**config.mk**
```make
export PLATFORM = sky130hd
export DESIGN_NAME = regfile_sb_flat
export DESIGN_NICKNAME = d
export VERILOG_FILES = /design/src/rtl/regfile_sb_if.sv /design/src/rtl/regfile_sb.sv /design/src/flat_wrapper.sv
export SDC_FILE = /design/constraint.sdc
export NUM_CORES = 1
export LEC_CHECK = 0
export ABC_AREA = 1
export CAP_MARGIN = 20
export CORE_MARGIN = 2
export CORE_UTILIZATION = 40
export DETAILED_ROUTE_END_ITERATION = 8
export GPL_ROUTABILITY_DRIVEN = 0
export PLACE_DENSITY_LB_ADDON = 0.3
export SLEW_MARGIN = 20
export SYNTH_ARGS = -nofsm -noshare
export SYNTH_HDL_FRONTEND = slang
export SYNTH_SLANG_ARGS = --single-unit
```
**constraint.sdc**
```tcl
create_clock -name clk -period 8.8 [get_ports clk]
set_input_delay 1.76 -clock clk [delete_from_list [all_inputs] [get_ports clk]]
set_output_delay 1.76 -clock clk [all_outputs]
set_load 0.02 [all_outputs]
```
**src/rtl/regfile_sb_if.sv**
```systemverilog
// regfile_sb_if: groups the decoder/writeback-facing signals of regfile_sb.
// The master modport belongs to the side driving selects, write and reserve.
// The slave modport belongs to the register file itself.
interface regfile_sb_if #(
  parameter int WIDTH = 16,
  parameter int SELW  = 4
);
  logic              wen;
  logic [SELW-1:0]   selW;
  logic [WIDTH-1:0]  bus;
  logic              rsv;
  logic [SELW-1:0]   selRsv;
  logic [SELW-1:0]   selA;
  logic [SELW-1:0]   selB;
  logic [WIDTH-1:0]  a;
  logic [WIDTH-1:0]  b;
  logic              busyA;
  logic              busyB;
  logic [SELW:0]     nbusy;
  logic              err;

  modport master (
    output wen, selW, bus, rsv, selRsv, selA, selB,
    input  a, b, busyA, busyB, nbusy, err
  );

  modport slave (
    input  wen, selW, bus, rsv, selRsv, selA, selB,
    output a, b, busyA, busyB, nbusy, err
  );
endinterface

```
**src/rtl/regfile_sb.sv**
```systemverilog
// regfile_sb: DEPTH x WIDTH register file with a per-register busy scoreboard.
// Two combinational read ports, one clocked write port (which also releases
// the busy bit), and one clocked reserve port (which sets it).
// Optional macro REGFILE_BYPASS_EN forwards same-cycle write data and the
// resulting busy bit onto the read ports.
module regfile_sb #(
  parameter int WIDTH = 16,
  parameter int DEPTH = 16,
  parameter int SELW  = 4
) (
  input logic         clk,
  input logic         rst,
  regfile_sb_if.slave rf
);

  logic [DEPTH-1:0][WIDTH-1:0] regs_q, regs_d;
  logic [DEPTH-1:0]            busy_q, busy_d;
  logic                        err_q, err_d;
  logic [SELW:0]               nbusy_c;

  // Next state: write releases, reserve then sets, so reserve wins on a tie.
  // A reservation onto a register still busy after this edge's release is a conflict.
  always_comb begin
    regs_d = regs_q;
    busy_d = busy_q;
    err_d  = err_q;
    if (rf.wen) begin
      regs_d[rf.selW] = rf.bus;
      busy_d[rf.selW] = 1'b0;
    end
    if (rf.rsv) begin
      if (busy_q[rf.selRsv] && !(rf.wen && (rf.selW == rf.selRsv)))
        err_d = 1'b1;
      busy_d[rf.selRsv] = 1'b1;
    end
  end

  // State registers; reset drops all data and pending reservations at once.
  always_ff @(posedge clk or posedge rst) begin
    if (rst) begin
      regs_q <= '0;
      busy_q <= '0;
      err_q  <= 1'b0;
    end else begin
      regs_q <= regs_d;
      busy_q <= busy_d;
      err_q  <= err_d;
    end
  end

  // Busy count from registered state only (never bypassed).
  always_comb begin
    nbusy_c = '0;
    for (int i = 0; i < DEPTH; i++)
      nbusy_c = nbusy_c + (SELW+1)'(busy_q[i]);
  end

  // Read ports: registered contents, optionally overridden by the in-flight write.
  always_comb begin
    rf.a     = regs_q[rf.selA];
    rf.b     = regs_q[rf.selB];
    rf.busyA = busy_q[rf.selA];
    rf.busyB = busy_q[rf.selB];
`ifdef REGFILE_BYPASS_EN
    if (rf.wen && (rf.selW == rf.selA)) begin
      rf.a     = rf.bus;
      rf.busyA = rf.rsv && (rf.selRsv == rf.selA);
    end
    if (rf.wen && (rf.selW == rf.selB)) begin
      rf.b     = rf.bus;
      rf.busyB = rf.rsv && (rf.selRsv == rf.selB);
    end
`endif
  end

  // Status outputs.
  always_comb begin
    rf.nbusy = nbusy_c;
    rf.err   = err_q;
  end

endmodule

```
**src/flat_wrapper.sv**
```systemverilog
// flat-port wrapper written by rule: the top's interface ports become plain ports
module regfile_sb_flat 
#(
  parameter int WIDTH = 16,
  parameter int DEPTH = 16,
  parameter int SELW  = 4
)
  (clk, rst, rf_wen, rf_selW, rf_bus, rf_rsv, rf_selRsv, rf_selA, rf_selB, rf_a, rf_b, rf_busyA, rf_busyB, rf_nbusy, rf_err);
  regfile_sb_if #(.WIDTH(WIDTH), .SELW(SELW)) rf_i ();
  input logic clk;
  input logic rst;
  input wire logic [$bits(rf_i.wen)-1:0] rf_wen;
  input wire logic [$bits(rf_i.selW)-1:0] rf_selW;
  input wire logic [$bits(rf_i.bus)-1:0] rf_bus;
  input wire logic [$bits(rf_i.rsv)-1:0] rf_rsv;
  input wire logic [$bits(rf_i.selRsv)-1:0] rf_selRsv;
  input wire logic [$bits(rf_i.selA)-1:0] rf_selA;
  input wire logic [$bits(rf_i.selB)-1:0] rf_selB;
  output wire logic [$bits(rf_i.a)-1:0] rf_a;
  output wire logic [$bits(rf_i.b)-1:0] rf_b;
  output wire logic [$bits(rf_i.busyA)-1:0] rf_busyA;
  output wire logic [$bits(rf_i.busyB)-1:0] rf_busyB;
  output wire logic [$bits(rf_i.nbusy)-1:0] rf_nbusy;
  output wire logic [$bits(rf_i.err)-1:0] rf_err;
  assign rf_i.wen = rf_wen;
  assign rf_i.selW = rf_selW;
  assign rf_i.bus = rf_bus;
  assign rf_i.rsv = rf_rsv;
  assign rf_i.selRsv = rf_selRsv;
  assign rf_i.selA = rf_selA;
  assign rf_i.selB = rf_selB;
  assign rf_a = rf_i.a;
  assign rf_b = rf_i.b;
  assign rf_busyA = rf_i.busyA;
  assign rf_busyB = rf_i.busyB;
  assign rf_nbusy = rf_i.nbusy;
  assign rf_err = rf_i.err;
  regfile_sb #(.WIDTH(WIDTH), .DEPTH(DEPTH), .SELW(SELW)) u_core (.clk(clk), .rst(rst), .rf(rf_i));
endmodule
```
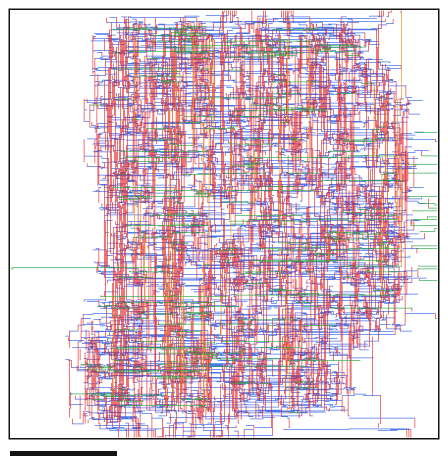
*Signal wires by layer, run 1*
Bar = 50 µm.
layer	color	wire length
M2	red	23.1 mm
M1	blue	21.6 mm
M4	orange	1610 µm
M3	green	3730 µm
total wire length after detailed routing: 50010 µm
total via count in the routed design: 14490

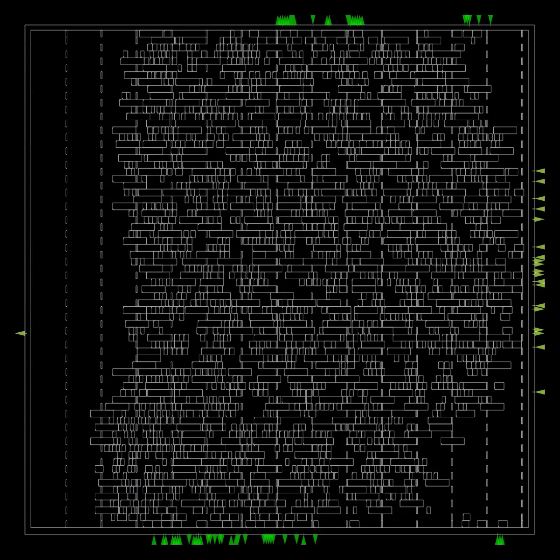
*Cell placement, run 1*
standard cell core area: 38380 µm²
Tapcell Cnt: 518
number of cell rows: 72
count of non-filler cells in the finished layout: 2577
fraction of area in registers: 0.3939

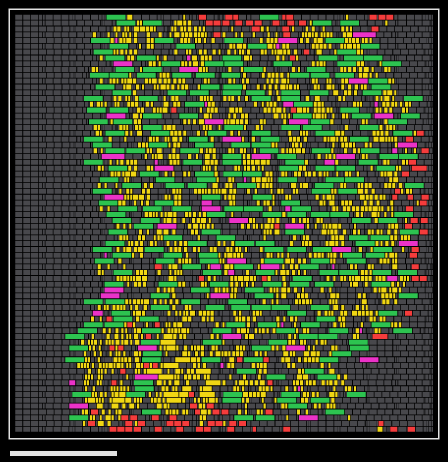
*Placed cells, one color a class, run 1*
Bar = 50 µm. Fill, decap, tap and diode cells in gray.
class	color	cells	share of their area
clock drivers and dummy loads	magenta	57	6.2%
remaining logic cells	yellow	1627	47%
remaining buffers and delay cells	red	102	5.8%
sequential cells	green	273	41%
final cell area excluding filler cells: 17350 µm²
share of the core filled with cells: 0.4520

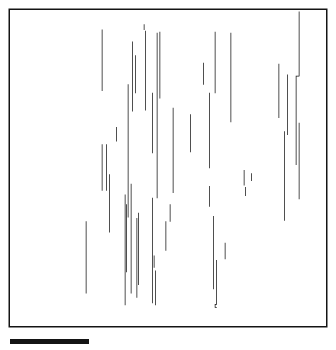
*Met4 routing, run 1*
Bar = 50 µm.
nets with wire on the layer	27
longest straight run	105 µm

## run 1: cells in the final DEF, fill, tap and decap left out, types with 2 or more instances in the layout
master / count
sky130_fd_sc_hd__o32ai_1: 2
sky130_fd_sc_hd__o21ai_0: 300
sky130_fd_sc_hd__fa_1: 10
sky130_fd_sc_hd__nand2_1: 483
sky130_fd_sc_hd__nor2_2: 3
sky130_fd_sc_hd__dfrtp_1: 273
sky130_fd_sc_hd__o22ai_1: 6
sky130_fd_sc_hd__bufinv_16: 3
sky130_fd_sc_hd__clkbuf_1: 8
sky130_fd_sc_hd__clkbuf_16: 31
sky130_fd_sc_hd__clkinv_1: 5
sky130_fd_sc_hd__inv_1: 193
sky130_fd_sc_hd__inv_2: 4
sky130_fd_sc_hd__clkinv_2: 5
sky130_fd_sc_hd__buf_6: 2
sky130_fd_sc_hd__buf_12: 2
sky130_fd_sc_hd__inv_6: 2
sky130_fd_sc_hd__o211ai_1: 137
sky130_fd_sc_hd__xnor2_1: 3
sky130_fd_sc_hd__nand3_1: 210
sky130_fd_sc_hd__clkdlybuf4s50_1: 69
sky130_fd_sc_hd__nand2_2: 4
sky130_fd_sc_hd__o21ai_1: 104
sky130_fd_sc_hd__ha_1: 5
sky130_fd_sc_hd__buf_4: 27
sky130_fd_sc_hd__buf_2: 2
sky130_fd_sc_hd__clkbuf_8: 6
sky130_fd_sc_hd__nor2_1: 14
sky130_fd_sc_hd__clkinvlp_4: 3
sky130_fd_sc_hd__a21oi_1: 138
## run 1: layout make-up
type,count,area [µm²],area share
clock buffers,45,888.4,0.05122
clock inverters,12,147.6,0.008512
inverters,203,765.7,0.04415
multi-input cells,1424,7098,0.4092
flip-flops and latches,273,6832,0.3939
well taps,518,648.1,0.03737
repair buffers,102,965.9,0.05569
## run 1: cells in the mapped netlist
cell	count
sky130_fd_sc_hd__inv_2	4
sky130_fd_sc_hd__buf_4	1
sky130_fd_sc_hd__buf_2	74
sky130_fd_sc_hd__o22ai_1	6
sky130_fd_sc_hd__o32ai_1	2
sky130_fd_sc_hd__fa_1	10
sky130_fd_sc_hd__a32o_1	1
sky130_fd_sc_hd__nor3_4	1
sky130_fd_sc_hd__nor2_1	14
sky130_fd_sc_hd__nand2_1	483
sky130_fd_sc_hd__o31ai_1	1
sky130_fd_sc_hd__nor2_2	3
sky130_fd_sc_hd__o211ai_1	137
sky130_fd_sc_hd__o21ai_1	104
sky130_fd_sc_hd__buf_1	5
sky130_fd_sc_hd__buf_6	1
sky130_fd_sc_hd__nand3_1	210
sky130_fd_sc_hd__dfrtp_1	273
sky130_fd_sc_hd__clkbuf_2	2
sky130_fd_sc_hd__xor2_1	1
sky130_fd_sc_hd__a21oi_1	138
sky130_fd_sc_hd__clkinv_1	5
sky130_fd_sc_hd__o21ai_0	300
sky130_fd_sc_hd__clkbuf_1	94
sky130_fd_sc_hd__nand2_2	4
sky130_fd_sc_hd__xnor2_1	3
sky130_fd_sc_hd__inv_1	194
sky130_fd_sc_hd__ha_1	5
sky130_fd_sc_hd__nor3_2	1
## run 1: registers in the layout, indices dropped and copies added (netlist names)
name and flops:
u_core.regs_q 256, u_core.rf.err 1, u_core.busy_q 16
==> run summary, run 1 <==
Item: results of the latest flow run.

- The number of optimization iterations in the first detailed-route pass is 6.
- The signal on the critical path passes through ha_1, inv_1, fa_1, fa_1, fa_1, fa_1, fa_1, fa_1, o21ai_0, clkdlybuf4s50_1.
- The portion of total power attributed to the clock network is 0.294.
- The yosys cell count is 2077.
- Of the total synthesized cell area, the portion taken by AND-OR and OR-AND cells is 0.2466.
- For this run, the post-layout net count is 2086.
- Per report_power, the Combinational row totals 0.00148 W.
- In this run, distinct cell masters in the synthesized netlist total 29.
- Setup repair after global routing left no endpoint under its margin.
- The number of clock sinks came to 273.
- The reported leakage power is 7.891 nW.
- Of the available clock period, the critical path in the final layout requires 0.7569.
- The path type of the worst min-delay path is reg2reg.
- Summed over all nets, wire length on met3 after detailed routing comes to 3734 µm.
- The instance count of the mapped netlist is 2077.
- For this run, the detailed router reports a per-instance via density of 5.622.
- The area fraction of the largest cell type after synthesis is 0.4418.
- The wire length of the first global-routing pass is 79970 µm.
- The horizontal die dimension is 200.6 µm.
- The endpoint of the worst-slack reg-to-reg timing path is u_core.rf.err$_DFFE_PP0P_.
- The startpoint kind of the worst setup timing path is a flip-flop.
- The post-place instance area is 16310 µm².
- The maximum clock insertion buffer count is 3.
- Of all nets on the critical path, the largest fanout is 4.
- The maximum number of pins on one net before global-route repair is 180.
- In the synthesized netlist, the dominant kind of combinational cell is AND-OR/OR-AND gates.
- The timing report notes that buffer and inverter cells on the critical path total 2.
- Hold-check failures listed in the final report amount to 0.
- The largest single stage delay on the critical path is 620 ps.
- In the hold report, the worst path ends at u_core.rf.err$_DFFE_PP0P_.
- After global routing, the most crowded layer is met2.
- In this run the worst setup path begins at u_core.busy_q[1]$_DFF_PP0_.
- Per the detail_route report, DRC violations left total 0.
- Wire segments on met2 add up to 23110 µm in the final route.
- The share of total power dissipated in combinational logic is 0.330.
- The flow ran to the end, and the final reports show no timing, DRC or antenna violations.
- The switching power total is 0.001566 W.
- The cell type with the highest occurrence count on the critical path is sky130_fd_sc_hd__fa_1.
- The flow reports power dissipated in sequential cells as 0.00169 W.
- The startpoint of the tightest hold check path is u_core.rf.err$_DFFE_PP0P_.
- Power attributed to the clock group is 0.00132 W.
- The floorplan core density is 0.4029.
- In this run the register-to-register setup slack is 7560 ps.
### Logic cells by family, run 1

Bar = 50 µm.
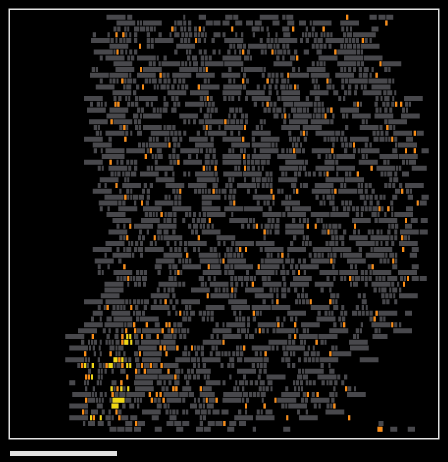

==> run 2: changes to the inputs <==
==> constraint.sdc (replaced) <==
create_clock -name clk -period 5.8 [get_ports clk]
set_input_delay 1.16 -clock clk [delete_from_list [all_inputs] [get_ports clk]]
set_output_delay 1.16 -clock clk [all_outputs]
set_load 0.02 [all_outputs]
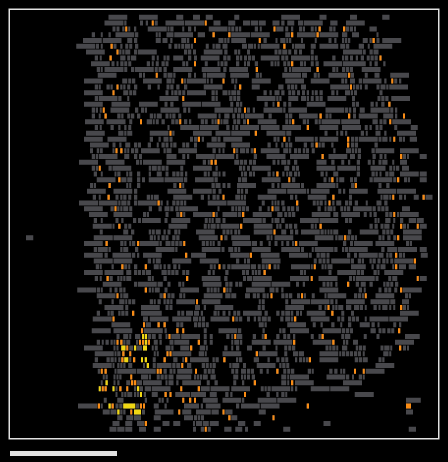
*Logic cells by family, run 2*
Bar = 50 µm.
family	color	cells	most used
inv cells	orange	203	inv_1
nor cells	yellow	19	nor2_1
count of non-filler cells in the finished layout: 2580
proportion of cell area occupied by multi-input gates: 0.4067
most numerous logic cell after layout: sky130_fd_sc_hd__nand2_1

==> run 2 against run 1 <==
  * Utilization rose by 0.28 points
  * Largest power group unchanged
  * Synthesized cell count did not move
  * Critical path depth did not move
  * Cell count rose by 0.12%
  * Register-to-register slack got worse by 3000 ps
  * First-iteration DRC count fell by 19%
  * Power rose by 47%
  * Setup slack got worse by 2000 ps
  * Critical endpoint is now rf_nbusy[1]
  * Clock skew fell by 6.4 ps
==> run summary, run 2 <==
Item: results of the latest flow run.

- The flow ran to the end, and the final reports show no timing, DRC or antenna violations.
- The number of nets in the final layout is 2094 (+0.38%).
- The yosys cell count is 2077 (unchanged).
- The residual DRC count was 0 (unchanged).
- The startpoint kind of the worst setup timing path is a flip-flop.
- The maximum clock insertion buffer count was 3 (unchanged).
- The area fraction in compound gates is 0.2466 (unchanged).
- Ranking logic cells in the layout by count gives the top entries sky130_fd_sc_hd__nand2_1, sky130_fd_sc_hd__o21ai_0, sky130_fd_sc_hd__dfrtp_1, sky130_fd_sc_hd__nand3_1, sky130_fd_sc_hd__inv_1.
- The sequential cell area is 6832 µm² (unchanged).
- The relative contribution of combinational cells to total power is 0.324 (-0.006).
- The standard cell core area is 38380 µm² (unchanged).
- The commonest cells after synthesis are sky130_fd_sc_hd__nand2_1, sky130_fd_sc_hd__o21ai_0, sky130_fd_sc_hd__dfrtp_1.
- The portion of total power attributed to the clock network is 0.290 (-0.004).
- Setup repair after global routing left no endpoint under its margin.
- The floorplan core density is 0.4029 (unchanged).
- The wire length of the first global-routing pass is 76710 µm (-4.1%).
- The top cell type by instance count after synthesis is sky130_fd_sc_hd__nand2_1.
- The final hold violation count is 0 (unchanged).
- The count of library flops with an enable pin is 0 (unchanged).
- The instance count of the mapped netlist is 2077 (unchanged).
- The number of flip-flops in the largest register is 256 (unchanged).
- The top-area cell type share of the netlist area is 0.4418 (unchanged).
- The number of buffer and inverter stages on the critical path is 3 (+1).
- The maximum number of pins on one net before global-route repair was 157 (-13%).
- The routed wire length came to 48550 µm (-2.9%).
- The number of vias in the routed layout was 14280 (-1.4%).
- The final worst-path cycle share is 0.9767.
- The vias per cell was 5.536 (-1.5%).
## run 2: cell count changes in the layout (fill, tap and decap cells not counted)
cell,change
sky130_fd_sc_hd__dlygate4sd2_1,+1
sky130_fd_sc_hd__bufinv_16,-2
sky130_fd_sc_hd__clkinv_2,-1
sky130_fd_sc_hd__clkbuf_8,+3
sky130_fd_sc_hd__clkbuf_2,+2
sky130_fd_sc_hd__inv_6,-2
sky130_fd_sc_hd__clkbuf_1,-3
sky130_fd_sc_hd__dlymetal6s2s_1,+1
sky130_fd_sc_hd__buf_16,+1
sky130_fd_sc_hd__buf_12,+7
sky130_fd_sc_hd__clkdlybuf4s50_1,-4
## run 2: timing repair
action / CTS / global route
resized: 3 / 7
gates cloned: 0 / 0
setup endpoints to repair: 3 / 3
## run 2: kinds of logic (layout without fill, tap and decap cells)
kind of cell / Yosys count / count (layout)
fa+ha+maj: 15 / 15
simple gates: 716 / 716
compound gates: 689 / 689
xor+xnor: 4 / 4
flops: 273 / 273
buf+inv: 380 / 365
## run 2: final timing paths
check / endpoint / depth (start not counted) / startpoint / slack, ps
worst max-delay path: rf_nbusy[1] / 10 / u_core.busy_q[0]$_DFF_PP0_ / 130
worst min-delay path: u_core.rf.err$_DFFE_PP0P_ / 2 / u_core.rf.err$_DFFE_PP0P_ / 460
worst max register to register: u_core.rf.err$_DFFE_PP0P_ / 8 / u_core.busy_q[2]$_DFF_PP0_ / 4590
worst min register to register: u_core.rf.err$_DFFE_PP0P_ / 2 / u_core.rf.err$_DFFE_PP0P_ / 460
max in group asynchronous: u_core.regs_q[232]$_DFFE_PP0P_ / 3 / rst / 3890
min in group asynchronous: u_core.regs_q[176]$_DFFE_PP0P_ / 2 / rst / 830
## run 2: layout make-up
class,instances,share of cell area
Clock buffer,45,0.05262
Clock inverter,7,0.003728
Inverter,203,0.04388
Multi-Input combinational cell,1424,0.4067
Sequential cell,273,0.3915
Tap cell,518,0.03714
Timing Repair Buffer,110,0.06445
## run 2: metrics by stage
stage                     setup slack, ps  instances  hold slack [ps]  instance area, µm²  total power (W)
after floorplan                     745.4       2077            453.0               15470         0.004034
after global placement              379.7       2527            458.2               16450         0.004732
after detailed placement            343.4       2527            454.3               16450         0.004810
after CTS                           25.61       2579            467.5               17430         0.006657
after global routing                2.645       2580            510.3               17450         0.007064
final                               135.0       2580            463.6               17450         0.006606
## run 2: power by group through the flow
stage / Combinational [W] / Sequential (W) / Clock (W)
3_5_place_dp: 0.00224 / 0.00257 / 0
6_report: 0.00214 / 0.00255 / 0.00191
3_3_place_gp: 0.00218 / 0.00256 / 0
4_1_cts: 0.00217 / 0.00254 / 0.00194
5_1_grt: 0.00243 / 0.00260 / 0.00203
2_1_floorplan: 0.00152 / 0.00251 / 0
## run 2: routing by layer
metal | vias to the layer above | share of wire
met5 | - | 0
met4 | 0 | 0.026
met3 | 94 | 0.074
met2 | 621 | 0.46
met1 | 6637 | 0.44
li1 | 6930 | -
No activity file was given, so power comes from the tool's default toggle rates.
